Fig. 1: run 1, metal 1
Supply wires on this layer in grey.
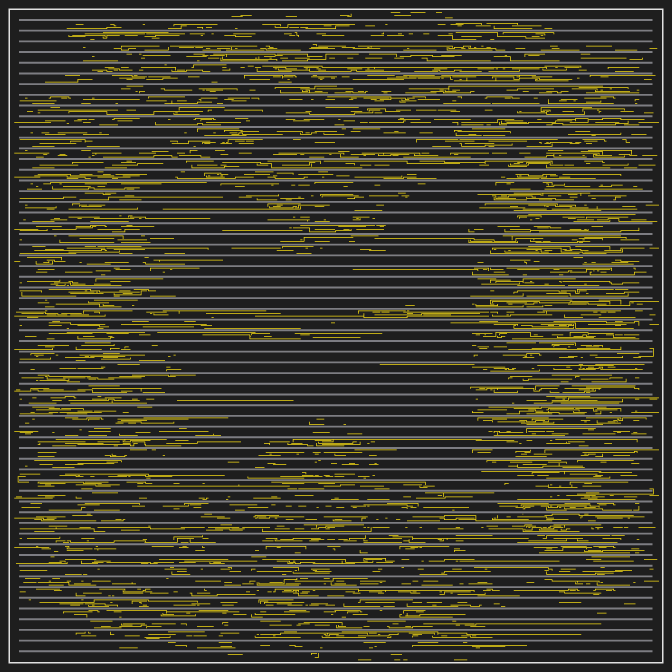
Fig. 2: run 1, cells coloured by class
The bar under the picture is 50 um long. Fill, decap, tap and diode cells in grey.
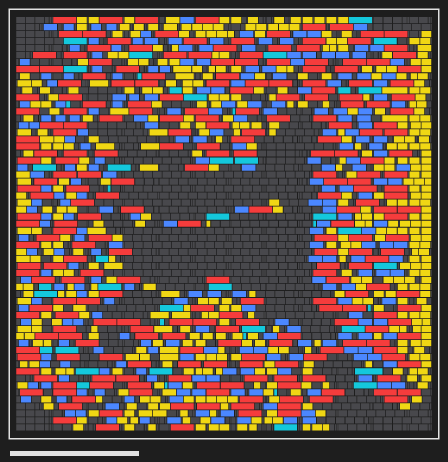
Fig. 3: run 1, metal 4
The bar under the picture is 50 um long. Supply wires on this layer in grey. Cells faint in the background.
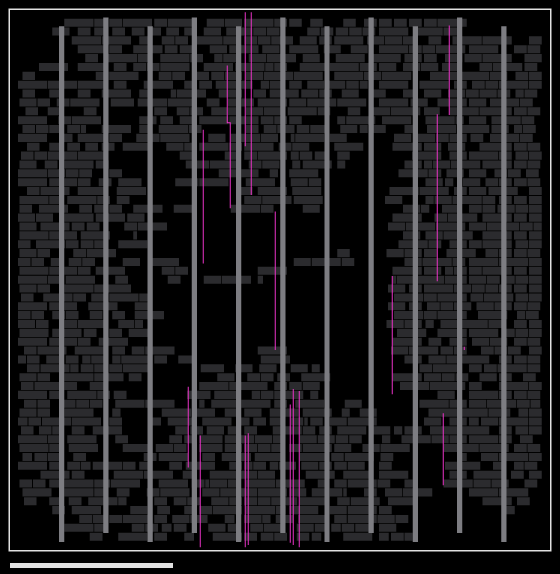
Fig. 4: run 1, routing congestion map
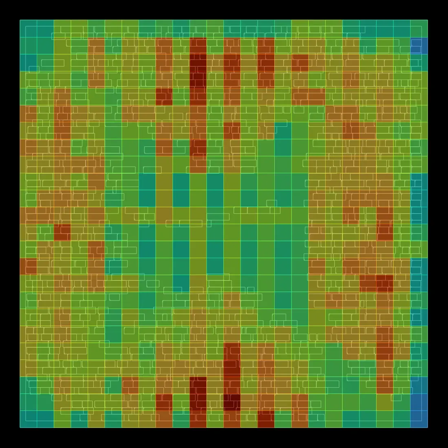
$ cat config.mk
export PLATFORM = sky130hd
export DESIGN_NAME = reg_file
export DESIGN_NICKNAME = d
export VERILOG_FILES = /design/src/rtl/reg_file.sv
export SDC_FILE = /design/constraint.sdc
export NUM_CORES = 1
export LEC_CHECK = 0
export CAP_MARGIN = 40
export CORE_MARGIN = 2
export CORE_UTILIZATION = 40
export CTS_CLUSTER_SIZE = 12
export DETAILED_ROUTE_END_ITERATION = 8
export GPL_TIMING_DRIVEN = 0
export PLACE_DENSITY = 0.77
export SYNTH_ARGS = -nofsm -noshare
export SYNTH_HDL_FRONTEND = slang
export SYNTH_SLANG_ARGS = --single-unit
$ cat constraint.sdc
create_clock -name clk -period 0.9 [get_ports clk]
set_clock_uncertainty 0.05 [all_clocks]
set_input_delay 0.27 -clock clk [delete_from_list [all_inputs] [get_ports clk]]
set_output_delay 0.27 -clock clk [all_outputs]
set_load 0.02 [all_outputs]
$ cat src/rtl/reg_file.sv
// General-purpose register file: sixteen DATA_WIDTH registers.
// Each register is loaded from ALUBus under its own enable bit, and all registers are driven out in parallel.
module reg_file #(
    parameter int DATA_WIDTH = 16
) (
    input  logic                  clk,
    input  logic                  reset,
    input  logic [DATA_WIDTH-1:0] ALUBus,
    input  logic [15:0]           regEnable,
    output logic [DATA_WIDTH-1:0] r0,
    output logic [DATA_WIDTH-1:0] r1,
    output logic [DATA_WIDTH-1:0] r2,
    output logic [DATA_WIDTH-1:0] r3,
    output logic [DATA_WIDTH-1:0] r4,
    output logic [DATA_WIDTH-1:0] r5,
    output logic [DATA_WIDTH-1:0] r6,
    output logic [DATA_WIDTH-1:0] r7,
    output logic [DATA_WIDTH-1:0] r8,
    output logic [DATA_WIDTH-1:0] r9,
    output logic [DATA_WIDTH-1:0] r10,
    output logic [DATA_WIDTH-1:0] r11,
    output logic [DATA_WIDTH-1:0] r12,
    output logic [DATA_WIDTH-1:0] r13,
    output logic [DATA_WIDTH-1:0] r14,
    output logic [DATA_WIDTH-1:0] r15
);

    logic [DATA_WIDTH-1:0] regs [16];

    // One flop bank per register; enables are independent, so several banks may load at once.
    for (genvar g = 0; g < 16; g++) begin : g_reg
        always_ff @(posedge clk or negedge reset) begin
            if (!reset) begin
                regs[g] <= '0;
            end else if (regEnable[g]) begin
                regs[g] <= ALUBus;
            end
        end
    end

    assign r0  = regs[0];
    assign r1  = regs[1];
    assign r2  = regs[2];
    assign r3  = regs[3];
    assign r4  = regs[4];
    assign r5  = regs[5];
    assign r6  = regs[6];
    assign r7  = regs[7];
    assign r8  = regs[8];
    assign r9  = regs[9];
    assign r10 = regs[10];
    assign r11 = regs[11];
    assign r12 = regs[12];
    assign r13 = regs[13];
    assign r14 = regs[14];
    assign r15 = regs[15];

endmodule

==> results.json, run 1 <==
{
  "fin_cells": 1357,
  "slowest_stage": "dfrtp_1",
  "cts_tree": "yes",
  "topCellsByArea": "dfrtp_1, mux2_4, mux2_2",
  "clkTransAtPathRegs_ns": 0.06,
  "end_kind": "output port",
  "core_mm2": 0.0258,
  "crit_chain": "buf_6",
  "cpPeakStageDelay_ns": 0.43,
  "antenna_found_initial": 0,
  "muxShareOfSynthArea": 0.333,
  "synth-xor-area-share": 0,
  "synth_cell_types": 7,
  "rr_startpoint": "r15[10]",
  "syn_area_mm2": 0.0105,
  "htreeDepth": 1,
  "drt_iter0_markers": 282,
  "final.setup.worst_slack_ns": -0.535,
  "ys_area_mm2": 0.0105,
  "dp.cells": 1170,
  "syn2layout_area_growth_pct": 56.9,
  "combPwrFrac": 0.258,
  "placed_area_mm2": 0.0137,
  "p_per_area_mw_per_mm2": 1990,
  "vias": 6333,
  "finalHoldViolCount": 130,
  "ff2ff_path_depth": 3,
  "mi_logic_area_mm2": 0.00350,
  "ctsRootBufferMaster": "clkbuf_16",
  "portBuffers": 273,
  "simple_gate_area_frac": 0,
  "yosys_warnings": 0,
  "path_buffers": 1,
  "setup_viol": 384,
  "critPathKind": "flip-flop to output port",
  "crit_family": "flip-flops",
  "avgSynthCellArea_um2": 18.7,
  "hpwl_mm": 17.2,
  "diodes": 0,
  "seqPwrFrac": 0.418,
  "fin_nets": 1041,
  "firstDrtPassIters": 4,
  "arrival_ns": 1.11,
  "violations": "negative hold slack, negative setup slack",
  "grt_overflow": 0,
  "slew_viol_final": 0,
  "crit_path_max_fanout": 2,
  "clock.latency.late_pin_ns": 0.52,
  "drive_gt1_frac": 0.727,
  "worstPathRequired_ns": 0.58,
  "ios": 290,
  "r2r-end": "r15[10]",
  "wire_per_inst_um": 20.4,
  "synthCells": 560,
  "run_status": "finished with violations",
  "min_period_over_period": 1.59,
  "top_logic_kind": "multiplexers",
  "hold_slack_ns": -0.359,
  "relSlewSlack": 0.610,
  "cts.sink_count": 256,
  "regArea_mm2": 0.00641,
  "die_area_mm2": 0.0275,
  "stdcell_area_mm2": 0.0164,
  "grt_max_degree": 96,
  "fin_crit_ns": 1.43,
  "fmax_mhz": 697,
  "cts_buffer_depth": 3,
  "fp_nets": 594,
  "warnings": 31,
  "floorplanUtilization": 0.405,
  "rows": 59,
  "rsz0062_at_grt": "true",
  "die_h_um": 166,
  "p_sw_mw": 8.85,
  "synth_flops": 256,
  "ys_seq_frac": 0.612,
  "power.share.clock": 0.325,
  "top_area_frac": 0.612,
  "p_leak_nw": 7.95,
  "synth-compound-area-share": 0
}
## Picture notes: Fig. 1
longest straight run: 57.0 um
share of all routed wire: 43%
main direction: horizontal
wire length on this layer: 12000 um

## Picture notes: Fig. 2
[other buffers and delay cells] yellow | cells: 466
[combinational and other logic] blue | cells: 256
[flops] red | cells: 256
[clock drivers and dummy loads] cyan | cells: 44

## Picture notes: Fig. 3
longest straight run: 55.8 um
share of all routed wire: 2.3%
nets with wire on the layer: 12
main direction: vertical

## Picture notes: Fig. 4
global routing usage on met1: 0.256
Tot GR Track Use: 0.192

-- run 1: kinds of logic after synthesis --
family and count (synthesis):
buf+inv 48, flops 256, mux 256
-- run 1: layer usage --
| layer | vias to the layer above | routed length, um | GRT usage |
|---|---|---|---|
| met2 | 216 | 13200 | 0.312 |
| met3 | 41 | 1830 | 0.0529 |
| met1 | 3247 | 12000 | 0.256 |
| met4 | 0 | 624 | 0.0476 |
| li1 | 2829 | - | - |
| met5 | - | 0 | 0 |
-- run 1: layout by cell type (no fill, tap or decap), drive strengths merged --
cell / instances
mux2: 256
dfrtp: 256
dlygate4sd2: 16
clkinv: 3
bufinv: 1
buf: 444
clkbuf: 46
-- run 1: final cells by class --
class	count	share of cell area
flip-flops and latches	256	0.390
clock inverters	4	0.00274
well taps	335	0.0255
multi-input cells	256	0.213
clock buffers	40	0.0478
plain buffers	48	0.0421
repair buffers	418	0.278
-- run 1: worst max path at each step --
stage / from / end / cells after the start
after floorplan: regEnable[0] / r0[10] / 3
after global placement: reset / r12[4] / 1
after detailed placement: ALUBus[4] / r10[4] / 3
after CTS: r1[7] / r1[7] / 1
after global routing: r6[14] / r6[14] / 1
final: r6[14] / r6[14] / 1
-- run 1: synthesized netlist by cell type --
cell and n:
mux2_4 160, buf_2 10, dfrtp_1 256, mux2_2 96
buf_6 16, clkbuf_1 6, buf_12 16
-- run 1: what timing repair did --
| item | CTS | global route |
|---|---|---|
| pin swaps | 0 | 0 |
| hold endpoints to repair | 163 | 161 |
| setup endpoints to repair | 416 | 365 |
| resized | 1606 | 97 |
| buffers inserted | 109 | 64 |
-- run 1: sequential cells by signal (all words and copies together) (netlist names) --
| signal | cells |
|---|---|
| r7 | 16 |
| r3 | 16 |
| r5 | 16 |
| r4 | 16 |
| r14 | 16 |
| r1 | 16 |
| r10 | 16 |
| r9 | 16 |
| r2 | 16 |
| r6 | 16 |
| r15 | 16 |
| r0 | 16 |
| r13 | 16 |
| r11 | 16 |
| r8 | 16 |
| r12 | 16 |
-- run 1: power groups by stage --
stage	logic [mW]	registers [mW]	clock network [mW]
after global placement	6.75	13.5	0
after floorplan	2.17	14.9	0
after global routing	8.82	13.8	11.4
after detailed placement	6.90	13.5	0
final	8.42	13.7	10.6
after CTS	7.95	13.6	10.9
-- run 1: through the flow --
step                worst slack (ns)  utilization  power, mW
finish                        -0.535        0.635       32.7
global route                  -0.568        0.635       34.0
CTS                           -0.521        0.613       32.4
detailed placement            -0.867        0.532       20.4
global placement              -11.43        0.529       20.3
floorplan                    -0.0779            -       17.1
==> run 2: changes to the inputs <==
Settings changed: CAP_MARGIN 40 to not set, GPL_ROUTABILITY_DRIVEN set to 0, HOLD_SLACK_MARGIN set to 0.08.
Fig. 5: run 2, cell density map
17 x 17 tiles, from white (low) to dark blue (high), 0 to 100% covered.
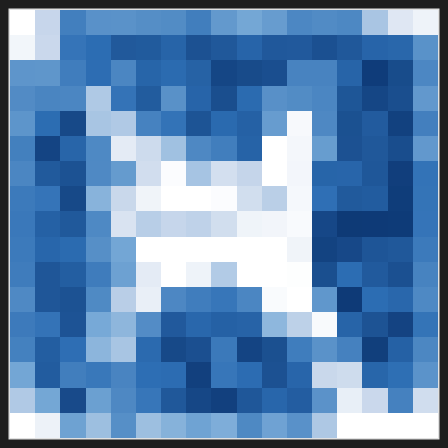
mean over tiles: 58%
fullest tile: 96%
nearly empty tiles: 8.0%
tiles over 75% full: 37%

==> run 2 against run 1 <==
Net effect:
- the flow still finishes with violations (negative hold slack, negative setup slack)
- sequential share of layout area stayed put
- die size stayed put
- global-route usage stayed put
- setup slack stayed put
- final cell count stayed put
- largest cell class unchanged
- highest routed layer unchanged
==> results.json, run 2 <==
{
  "run_status": "finished with violations",
  "violations": "negative hold slack, negative setup slack",
  "cts.sink_count": 256,
  "portBuffers": 273,
  "rows": 59,
  "clkTransAtPathRegs_ns": 0.06,
  "fin_crit_ns": 1.43,
  "htreeDepth": 1,
  "antenna_found_initial": 0,
  "fin_nets": 1041,
  "fp_nets": 594,
  "min_period_over_period": 1.59,
  "mi_logic_area_mm2": 0.00350,
  "cts_buffer_depth": 3,
  "regArea_mm2": 0.00641,
  "rr_startpoint": "r15[10]",
  "synth-edff-count": 0,
  "core_mm2": 0.0258,
  "crit_path_max_fanout": 2,
  "firstDrtPassIters": 4,
  "grt_usage": 0.192,
  "rsz0062_at_grt": "true",
  "grt_pass1_vias": 7069,
  "path_buffers": 1,
  "async_flop_share": 1.00,
  "place_ws_ns": -0.867,
  "p_per_area_mw_per_mm2": 1990,
  "ys_area_mm2": 0.0105,
  "hpwl_mm": 17.2,
  "drive_gt1_frac": 0.727,
  "critPathKind": "flip-flop to output port",
  "end_kind": "output port",
  "ys.flop_type": "dfrtp_1",
  "fin_cells": 1357,
  "slew_viol_final": 0,
  "grt_overflow": 0,
  "ios": 290,
  "grt_max_degree": 96,
  "synth_flops": 256,
  "placed_area_mm2": 0.0137,
  "vias": 6333,
  "setup_viol": 384,
  "avgSynthCellArea_um2": 18.7,
  "syn2layout_area_growth_pct": 56.9,
  "p_leak_nw": 7.95,
  "clock.latency.late_pin_ns": 0.52,
  "cts_tree": "yes",
  "ys_top_cells_by_count": "dfrtp_1, mux2_4, mux2_2",
  "worstPathRequired_ns": 0.58,
  "crit_family": "flip-flops",
  "layout_top_cell": "buf_6",
  "relSlewSlack": 0.610,
  "fmax_mhz": 697,
  "hold_slack_ns": -0.359,
  "topCellsByArea": "dfrtp_1, mux2_4, mux2_2",
  "synthMostInstantiatedCell": "dfrtp_1",
  "die_h_um": 166,
  "finalHoldViolCount": 130,
  "dp.cells": 1170,
  "top_area_frac": 0.612,
  "stdcell_area_mm2": 0.0164,
  "ys_seq_frac": 0.612,
  "lay_top_cells": "buf_6, dfrtp_1, mux2_4, mux2_2, buf_4",
  "yosys_warnings": 0,
  "syn_area_mm2": 0.0105,
  "cpPeakStageDelay_ns": 0.43,
  "ctsRootBufferMaster": "clkbuf_16",
  "final.setup.worst_slack_ns": -0.535,
  "slowest_stage": "dfrtp_1",
  "crit_chain": "buf_6",
  "die_area_mm2": 0.0275,
  "warnings": 31,
  "cp-startpoint": "r6[14]",
  "diodes": 0,
  "arrival_ns": 1.11,
  "drt_iter0_markers": 282,
  "synthCells": 560,
  "wire_per_inst_um": 20.4
}
Fig. 6: run 2, cells coloured by class
The bar under the picture is 50 um long. Fill, decap, tap and diode cells in grey.
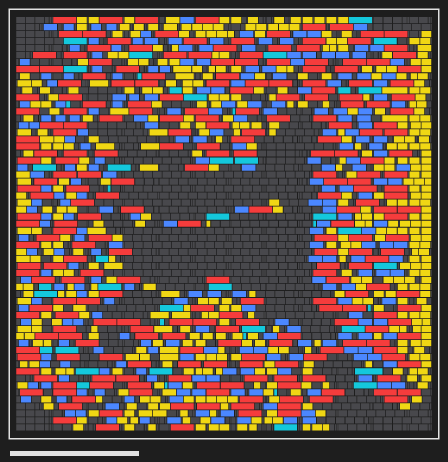
[clock drivers and dummy loads] cyan | cells: 44
[other buffers and delay cells] yellow | cells: 466
[combinational and other logic] blue | cells: 256
[flops] red | cells: 256

## run 2: cell type report
cell class | count | share of cell area
Sequential cell | 256 | 0.390
Timing Repair Buffer | 418 | 0.278
Multi-Input combinational cell | 256 | 0.213
Clock buffer | 40 | 0.0478
Buffer | 48 | 0.0421
Tap cell | 335 | 0.0255
Clock inverter | 4 | 0.00274
## run 2: report_power, final
| group | internal (mW) | total, mW | switching [mW] |
|---|---|---|---|
| Combinational | 4.96 | 8.42 | 3.47 |
| Sequential | 12.7 | 13.7 | 0.986 |
| Clock | 6.23 | 10.6 | 4.39 |
## run 2: repair_timing
| action | CTS | global route |
|---|---|---|
| resized | 1606 | 97 |
| hold endpoints to repair | 163 | 163 |
| setup endpoints to repair | 416 | 365 |
| buffers inserted | 109 | 64 |
## run 2: cell families after synthesis
family	Yosys count	share of synthesized area
muxes	256	0.333
DFF	256	0.612
buffers and inverters	48	0.0548
## run 2: routing by layer
layer / track usage / routed length (um) / vias to the layer above
li1: - / - / 2829
met1: 0.256 / 12000 / 3247
met2: 0.312 / 13200 / 216
met3: 0.0529 / 1830 / 41
met4: 0.0476 / 624 / 0
met5: 0 / 0 / -
## run 2: path summary, 6_finish.rpt
check	endpoint	slack (ns)	depth (start not counted)
worst min-delay path	r3[14]	-0.36	1
worst max register to register	r15[10]	-0.20	3
min in group clk	r14[4]	-0.02	2
worst max-delay path	r6[14]	-0.53	1
worst min register to register	r11[3]	0.48	1
max in group asynchronous	r3[15]	0.27	2
## run 2: metrics by stage
step	total power [mW]	TNS, ns	utilization
2_1_floorplan	17.1	-12.46	-
3_3_place_gp	20.3	-3160.40	0.529
3_5_place_dp	20.4	-298.67	0.532
4_1_cts	32.4	-132.09	0.613
5_1_grt	34.0	-141.41	0.635
6_report	32.7	-129.53	0.635
Power figures rest on the tool's default switching activity, not on a simulated workload.
